==> run_1/logic_types.png <==
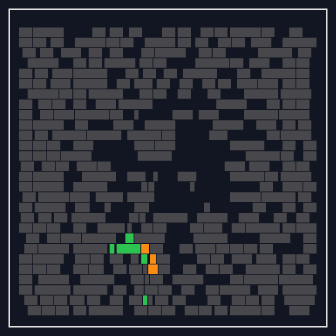
==> run_1/clk_routes.png <==
The bar under the picture is 20 µm long.
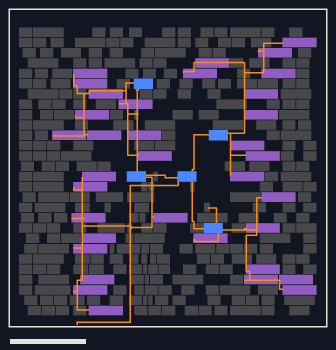
==> run_1/placement.png <==
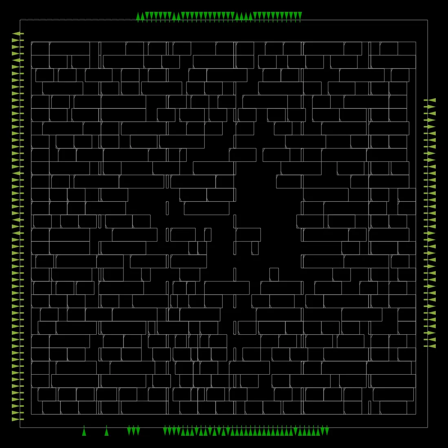
## src/rtl/mux_arb_n_bit_pkg.sv

```systemverilog
// Shared constants, mode encoding and index helper for the N-channel registered selector.
package mux_arb_n_bit_pkg;

    typedef enum logic {
        MUX_MODE_FIXED = 1'b0,
        MUX_MODE_RR    = 1'b1
    } mux_mode_e;

    // Channel reached by stepping 'offset' places past 'base', wrapping at n.
    function automatic int rr_index(input int base, input int offset, input int n);
        return (base + offset) % n;
    endfunction

endpackage

```

## src/rtl/mux_arb_n_bit_if.sv

```systemverilog
// Producer/consumer handshake bundle around the selector; slave is the selector side.
interface mux_arb_n_bit_if #(
    parameter int WIDTH    = 32,
    parameter int CHANNELS = 4
);
    localparam int SEL_W = $clog2(CHANNELS);

    logic [CHANNELS*WIDTH-1:0] in_data;
    logic [CHANNELS-1:0]       in_valid;
    logic [CHANNELS-1:0]       in_ready;
    logic [SEL_W-1:0]          select;
    logic [WIDTH-1:0]          out_data;
    logic                      out_valid;
    logic [SEL_W-1:0]          out_channel;
    logic                      out_ready;

    modport master (
        output in_data, in_valid, select, out_ready,
        input  in_ready, out_data, out_valid, out_channel
    );

    modport slave (
        input  in_data, in_valid, select, out_ready,
        output in_ready, out_data, out_valid, out_channel
    );
endinterface

```

## src/rtl/rr_arbiter.sv

```systemverilog
// Round-robin grant: first requester strictly after ptr, wrapping modulo CHANNELS.
// Latency: purely combinational.
// Backpressure: none; the caller gates the grant with its own load enable.
module rr_arbiter
    import mux_arb_n_bit_pkg::*;
#(
    parameter  int CHANNELS = 4,
    localparam int SEL_W    = $clog2(CHANNELS)
) (
    input  logic [CHANNELS-1:0] req,
    input  logic [SEL_W-1:0]    ptr,
    output logic [SEL_W-1:0]    grant,
    output logic                grant_valid
);

    always_comb begin
        logic [SEL_W-1:0] idx;
        idx         = '0;
        grant       = '0;
        grant_valid = 1'b0;
        // Walk from the farthest candidate back to the nearest so the nearest wins.
        for (int k = CHANNELS; k >= 1; k--) begin
            idx = SEL_W'(rr_index(int'(ptr), k, CHANNELS));
            if (req[idx]) begin
                grant       = idx;
                grant_valid = 1'b1;
            end
        end
    end

endmodule

```

## src/rtl/mux_arb_n_bit.sv

```systemverilog
// N-channel registered word selector, fixed-select or round-robin, valid/ready on all sides.
// Latency: 1 cycle from input transfer to out_valid; 1 word/cycle with drain and load on one edge.
// Backpressure: one-entry output buffer; while it is full and out_ready is low, all in_ready drop.
module mux_arb_n_bit
    import mux_arb_n_bit_pkg::*;
#(
    parameter int        WIDTH    = 32,
    parameter int        CHANNELS = 4,
    parameter mux_mode_e MODE     = MUX_MODE_FIXED
) (
    input logic            clk,
    input logic            rst,
    mux_arb_n_bit_if.slave bus
);

    localparam int SEL_W = $clog2(CHANNELS);
    localparam int PAD_N = 1 << SEL_W;

    logic                   w_load_en;
    logic                   w_in_xfer;
    logic                   w_grant_vld;
    logic [SEL_W-1:0]       w_grant;
    logic                   w_fix_vld;
    logic                   w_rr_vld;
    logic [SEL_W-1:0]       w_rr_grant;
    logic [PAD_N-1:0]       w_vld_pad;
    logic [PAD_N*WIDTH-1:0] w_data_pad;
    logic [CHANNELS-1:0]    w_in_ready;

    logic [WIDTH-1:0]       r_data;
    logic                   r_vld;
    logic [SEL_W-1:0]       r_ch;
    logic [SEL_W-1:0]       r_ptr;

    // Padding to a power of two keeps an out-of-range select from indexing past the bus.
    assign w_vld_pad  = PAD_N'(bus.in_valid);
    assign w_data_pad = (PAD_N*WIDTH)'(bus.in_data);
    assign w_fix_vld  = (int'(bus.select) < CHANNELS) && w_vld_pad[bus.select];

    rr_arbiter #(.CHANNELS(CHANNELS)) u_rr_arbiter (
        .req         (bus.in_valid),
        .ptr         (r_ptr),
        .grant       (w_rr_grant),
        .grant_valid (w_rr_vld)
    );

    assign w_grant     = (MODE == MUX_MODE_RR) ? w_rr_grant : bus.select;
    assign w_grant_vld = (MODE == MUX_MODE_RR) ? w_rr_vld   : w_fix_vld;

    assign w_load_en = !r_vld || bus.out_ready;
    assign w_in_xfer = !rst && w_load_en && w_grant_vld;

    always_comb begin
        w_in_ready = '0;
        for (int i = 0; i < CHANNELS; i++) begin
            if (w_in_xfer && (int'(w_grant) == i)) begin
                w_in_ready[i] = 1'b1;
            end
        end
    end

    always_ff @(posedge clk or posedge rst) begin
        if (rst) begin
            r_data <= '0;
            r_vld  <= 1'b0;
            r_ch   <= '0;
            r_ptr  <= SEL_W'(CHANNELS - 1);
        end else if (w_in_xfer) begin
            r_data <= w_data_pad[int'(w_grant)*WIDTH +: WIDTH];
            r_vld  <= 1'b1;
            r_ch   <= w_grant;
            if (MODE == MUX_MODE_RR) begin
                r_ptr <= w_grant;
            end
        end else if (r_vld && bus.out_ready) begin
            r_vld <= 1'b0;
        end
    end

    assign bus.in_ready    = w_in_ready;
    assign bus.out_data    = r_data;
    assign bus.out_valid   = r_vld;
    assign bus.out_channel = r_ch;

endmodule
```

## src/flat_wrapper.sv

```systemverilog
// flat-port wrapper written by rule: the top's interface ports become plain ports
module mux_arb_n_bit_flat import mux_arb_n_bit_pkg::*;
#(
    parameter int        WIDTH    = 32,
    parameter int        CHANNELS = 4,
    parameter mux_mode_e MODE     = MUX_MODE_FIXED
)
  (clk, rst, bus_in_data, bus_in_valid, bus_select, bus_out_ready, bus_in_ready, bus_out_data, bus_out_valid, bus_out_channel);
  mux_arb_n_bit_if #(.WIDTH(WIDTH), .CHANNELS(CHANNELS)) bus_i ();
  input logic clk;
  input logic rst;
  input wire logic [$bits(bus_i.in_data)-1:0] bus_in_data;
  input wire logic [$bits(bus_i.in_valid)-1:0] bus_in_valid;
  input wire logic [$bits(bus_i.select)-1:0] bus_select;
  input wire logic [$bits(bus_i.out_ready)-1:0] bus_out_ready;
  output wire logic [$bits(bus_i.in_ready)-1:0] bus_in_ready;
  output wire logic [$bits(bus_i.out_data)-1:0] bus_out_data;
  output wire logic [$bits(bus_i.out_valid)-1:0] bus_out_valid;
  output wire logic [$bits(bus_i.out_channel)-1:0] bus_out_channel;
  assign bus_i.in_data = bus_in_data;
  assign bus_i.in_valid = bus_in_valid;
  assign bus_i.select = bus_select;
  assign bus_i.out_ready = bus_out_ready;
  assign bus_in_ready = bus_i.in_ready;
  assign bus_out_data = bus_i.out_data;
  assign bus_out_valid = bus_i.out_valid;
  assign bus_out_channel = bus_i.out_channel;
  mux_arb_n_bit #(.WIDTH(WIDTH), .CHANNELS(CHANNELS), .MODE(MODE)) u_core (.clk(clk), .rst(rst), .bus(bus_i));
endmodule
```

## config.mk

```make
export PLATFORM = sky130hd
export DESIGN_NAME = mux_arb_n_bit_flat
export DESIGN_NICKNAME = d
export VERILOG_FILES = /design/src/rtl/mux_arb_n_bit_pkg.sv /design/src/rtl/mux_arb_n_bit_if.sv /design/src/rtl/rr_arbiter.sv /design/src/rtl/mux_arb_n_bit.sv /design/src/flat_wrapper.sv
export SDC_FILE = /design/constraint.sdc
export NUM_CORES = 1
export LEC_CHECK = 0
export CAP_MARGIN = 20
export CORE_MARGIN = 2
export CORE_UTILIZATION = 37
export DETAILED_ROUTE_END_ITERATION = 10
export GPL_TIMING_DRIVEN = 0
export PLACE_DENSITY = 0.95
export RECOVER_POWER = 25
export SYNTH_ARGS = -nofsm -noshare
export SYNTH_HDL_FRONTEND = slang
export SYNTH_SLANG_ARGS = --single-unit
```

## constraint.sdc

```tcl
create_clock -name clk -period 3.4 [get_ports clk]
set_input_delay 0.68 -clock clk [delete_from_list [all_inputs] [get_ports clk]]
set_output_delay 0.68 -clock clk [all_outputs]
set_load 0.02 [all_outputs]
```

==> flow_metrics.py <==
# Flow results
metrics = {
    "run_status": {
        "status": "finished clean",
    },
    "route": {
        "drc": 0,
        "wl_met1_um": 2320,
        "drt_wl_total_um": 6980,
        "drt_pass1_iterations": 4,
        "drtIter0Drc": 15,
        "dr.max_layer_used": "met4",
        "post_drt_wl_per_cell_um": 18.0,
        "wl_met3_um": 579,
        "wl_met2_um": 4000,
        "via_count": 1989,
        "post_drt_via_cell_ratio": 5.14,
        "final_antenna_net_count": 0,
    },
    "worst_setup_path": {
        "cp_slowest_stage_delay_ns": 0.61,
        "cp_slowest_cell": "clkdlybuf4s50_1",
        "cp.arrival_ns": 2.60,
        "worstSetupStartpointType": "input pin",
        "critPathCaptureType": "output port",
        "cpLargestDelayFamily": "buffers and inverters",
        "critical_path_required_ns": 2.72,
        "crit_buf_inv": 4,
        "path_cells": "clkdlybuf4s50_1 > buf_2 > clkbuf_4 > and4_1 > clkdlybuf4s50_1",
        "timing.rr.start": "u_core.bus.out_valid",
        "cp_max_fo": 10,
        "crit_type": "input pin to output port",
        "crit_end": "bus_in_ready[3]",
        "path_depth": 5,
        "worst-r2r-cell-count": 4,
        "crit_start": "bus_select[1]",
        "timing.rr.end": "u_core.bus.out_data[5]",
        "crit_top_cell": "clkdlybuf4s50_1",
    },
    "yosys": {
        "synth.distinct_cells": 23,
        "fp_nets": 267,
        "most_common_cell": "dfrtp_1",
        "numSynthFlops": 35,
        "synthTopCellsByArea": "dfrtp_1 (38%), mux4_2 (31%), mux2_4 (19%), buf_12 (2.6%), mux2_2 (2.4%)",
        "ys_async_sr_fraction_pct": 100,
        "ff_type": "dfrtp_1",
        "synth-edff-count": 0,
        "largest_area_cell": "dfrtp_1",
        "avgSynthCellArea_um2": 17.9,
        "common_cells": "dfrtp_1 (35), mux4_2 (32), mux2_4 (29)",
        "yosysSeqAreaShare_pct": 37.6,
        "synth_area_um2": 2330,
        "top_cell_area_share_pct": 37.6,
    },
    "timing": {
        "layout_setup_ws_ns": 0.118,
        "worst_pin_slew_ns": 0.650,
        "hold_viol": 0,
        "drv_slew": 0,
        "max_freq_mhz": 305,
        "finalSetupTns_ns": 0,
        "fin_crit_sh_pct": 96.5,
        "period_minus_slack_ns": 3.28,
        "relSlewSlack_pct": 56.6,
        "setup-violations-final": 0,
        "rsz0062_at_grt": "false",
        "hold_ws_ns": 0.509,
    },
    "global_route": {
        "grt_pass1_vias": 2402,
        "grt_max_degree": 39,
        "grtUsageTotal_pct": 20.6,
        "grt_pass1_wl_um": 11400,
        "grt_use_met3_pct": 5.67,
        "overflow": 0,
        "grtUsageMet2_pct": 40.6,
        "met1_usage_pct": 20.7,
        "grt_busiest_layer": "met2",
    },
    "cts": {
        "post_cts_buffers": 0,
        "post_cts_resized": 1,
        "cts_made_buffers": 5,
        "cts.sinks": 35,
        "cts_tree": "done",
        "clockBufferDepth": 2,
        "clkTransAtPathRegs_ns": 0.07,
        "clockRootBuffer": "clkbuf_8",
        "clk_latency_ns": 0.28,
        "ctsHoldBuffers": 0,
    },
    "placement": {
        "hpwl_um": 5890,
        "dp.cells": 379,
        "place_area_um2": 4170,
        "port_buffers": 174,
        "routabilityCongestion": 0.801,
        "pre_cts_ws_ns": -0.183,
    },
    "cells_and_area": {
        "fin_area_um2": 4260,
        "drive_above_1_share_pct": 26.6,
        "n_fill_cell": 421,
        "antenna_cells": 0,
        "syn_to_final_growth_pct": 82.6,
        "final_cell_mix": "clkdlybuf4s50_1 (174), dfrtp_1 (35), mux4_2 (32)",
        "finish.utilization_pct": 71.0,
        "final_nets": 448,
    },
    "power": {
        "power_mw": 1.77,
        "power_leakage_nw": 1.74,
        "pwr_density_cell_nw_per_um2": 417,
        "max-vdd-ir-drop_mv": 0.273,
    },
    "run": {
        "tool_warnings": 26,
        "drv_cap": 0,
    },
    "floorplan": {
        "ios": 176,
        "core_area_um2": 5990,
        "die-height_um": 83.4,
        "fp-utilization_pct": 38.9,
        "rows": 28,
        "chip_area_um2": 6950,
        "die_w_um": 83.4,
    },
    "hold_path": {
        "worstHoldPathType": "flop to flop",
    },
}
About logic_types.png:
| colour | family | cells |
|---|---|---|
| green | nand cells | 5 |
| orange | aoi and oai cells | 3 |
Top cell excl fill/tap: clkdlybuf4s50_1
logic share of the area: 31.6%
final std cells w/o fill: 387

About clk_routes.png:
[blue] clock drivers | count: 5
[orange] clock wires | length: 449 µm
[purple] flip-flops | count: 35
routed clock nets: 6
Clk network pwr share: 15.8%
Clk power: 0.281 mW
Layout Skew: 0.00486 ns

About placement.png:
flop count: 35
fraction of area in registers: 20.6%

==> run 1: final cells by class <==
cell class	count	area, µm²	share of cell area, %
plain buffers	11	106	2.50
repair buffers	174	1740	40.9
flip-flops and latches	35	876	20.6
well taps	75	93.8	2.21
inverters	2	12.5	0.294
multi-input cells	82	1340	31.6
clock inverters	1	5.00	0.118
clock buffers	7	76.3	1.79
==> run 1: worst min-delay path by stage <==
stage / from / endpoint / slack (ns) / cells after the start
2_1_floorplan: u_core.bus.out_channel[0] / u_core.bus.out_channel[0] / 0.63 / 2
5_1_grt: u_core.bus.out_data[15] / u_core.bus.out_data[15] / 0.54 / 1
6_report: u_core.bus.out_data[27] / u_core.bus.out_data[27] / 0.51 / 1
3_3_place_gp: u_core.bus.out_data[5] / u_core.bus.out_data[5] / 0.49 / 1
3_5_place_dp: u_core.bus.out_data[6] / u_core.bus.out_data[6] / 0.49 / 1
4_1_cts: u_core.bus.out_data[6] / u_core.bus.out_data[6] / 0.51 / 1
==> run 1: cell families (layout without fill, tap and decap cells) <==
family                 count (synthesis)  after routing  share of synthesized area, %
buffers and inverters                 13            195                          4.78
AND-OR/OR-AND                          3              3                         0.805
AND/OR/NAND/NOR                       11             11                          3.28
flip-flops                            35             35                          37.6
multiplexers                          68             68                          53.6
==> run 1: where the power goes <==
group          total (mW)  switching [mW]  leakage (nW)  internal, mW
sequential          0.603          0.0688         0.410         0.534
clock               0.281           0.137        0.0422         0.144
combinational       0.890           0.330          1.29         0.560
total                1.77           0.536          1.74          1.24
==> run 1: state kept, by name, summed over array words and instances, names as in the netlist <==
| name | count |
|---|---|
| u_core.bus.out_channel | 2 |
| u_core.bus.out_data | 32 |
| u_core.bus.out_valid | 1 |
No activity file was given, so power comes from the tool's default toggle rates.
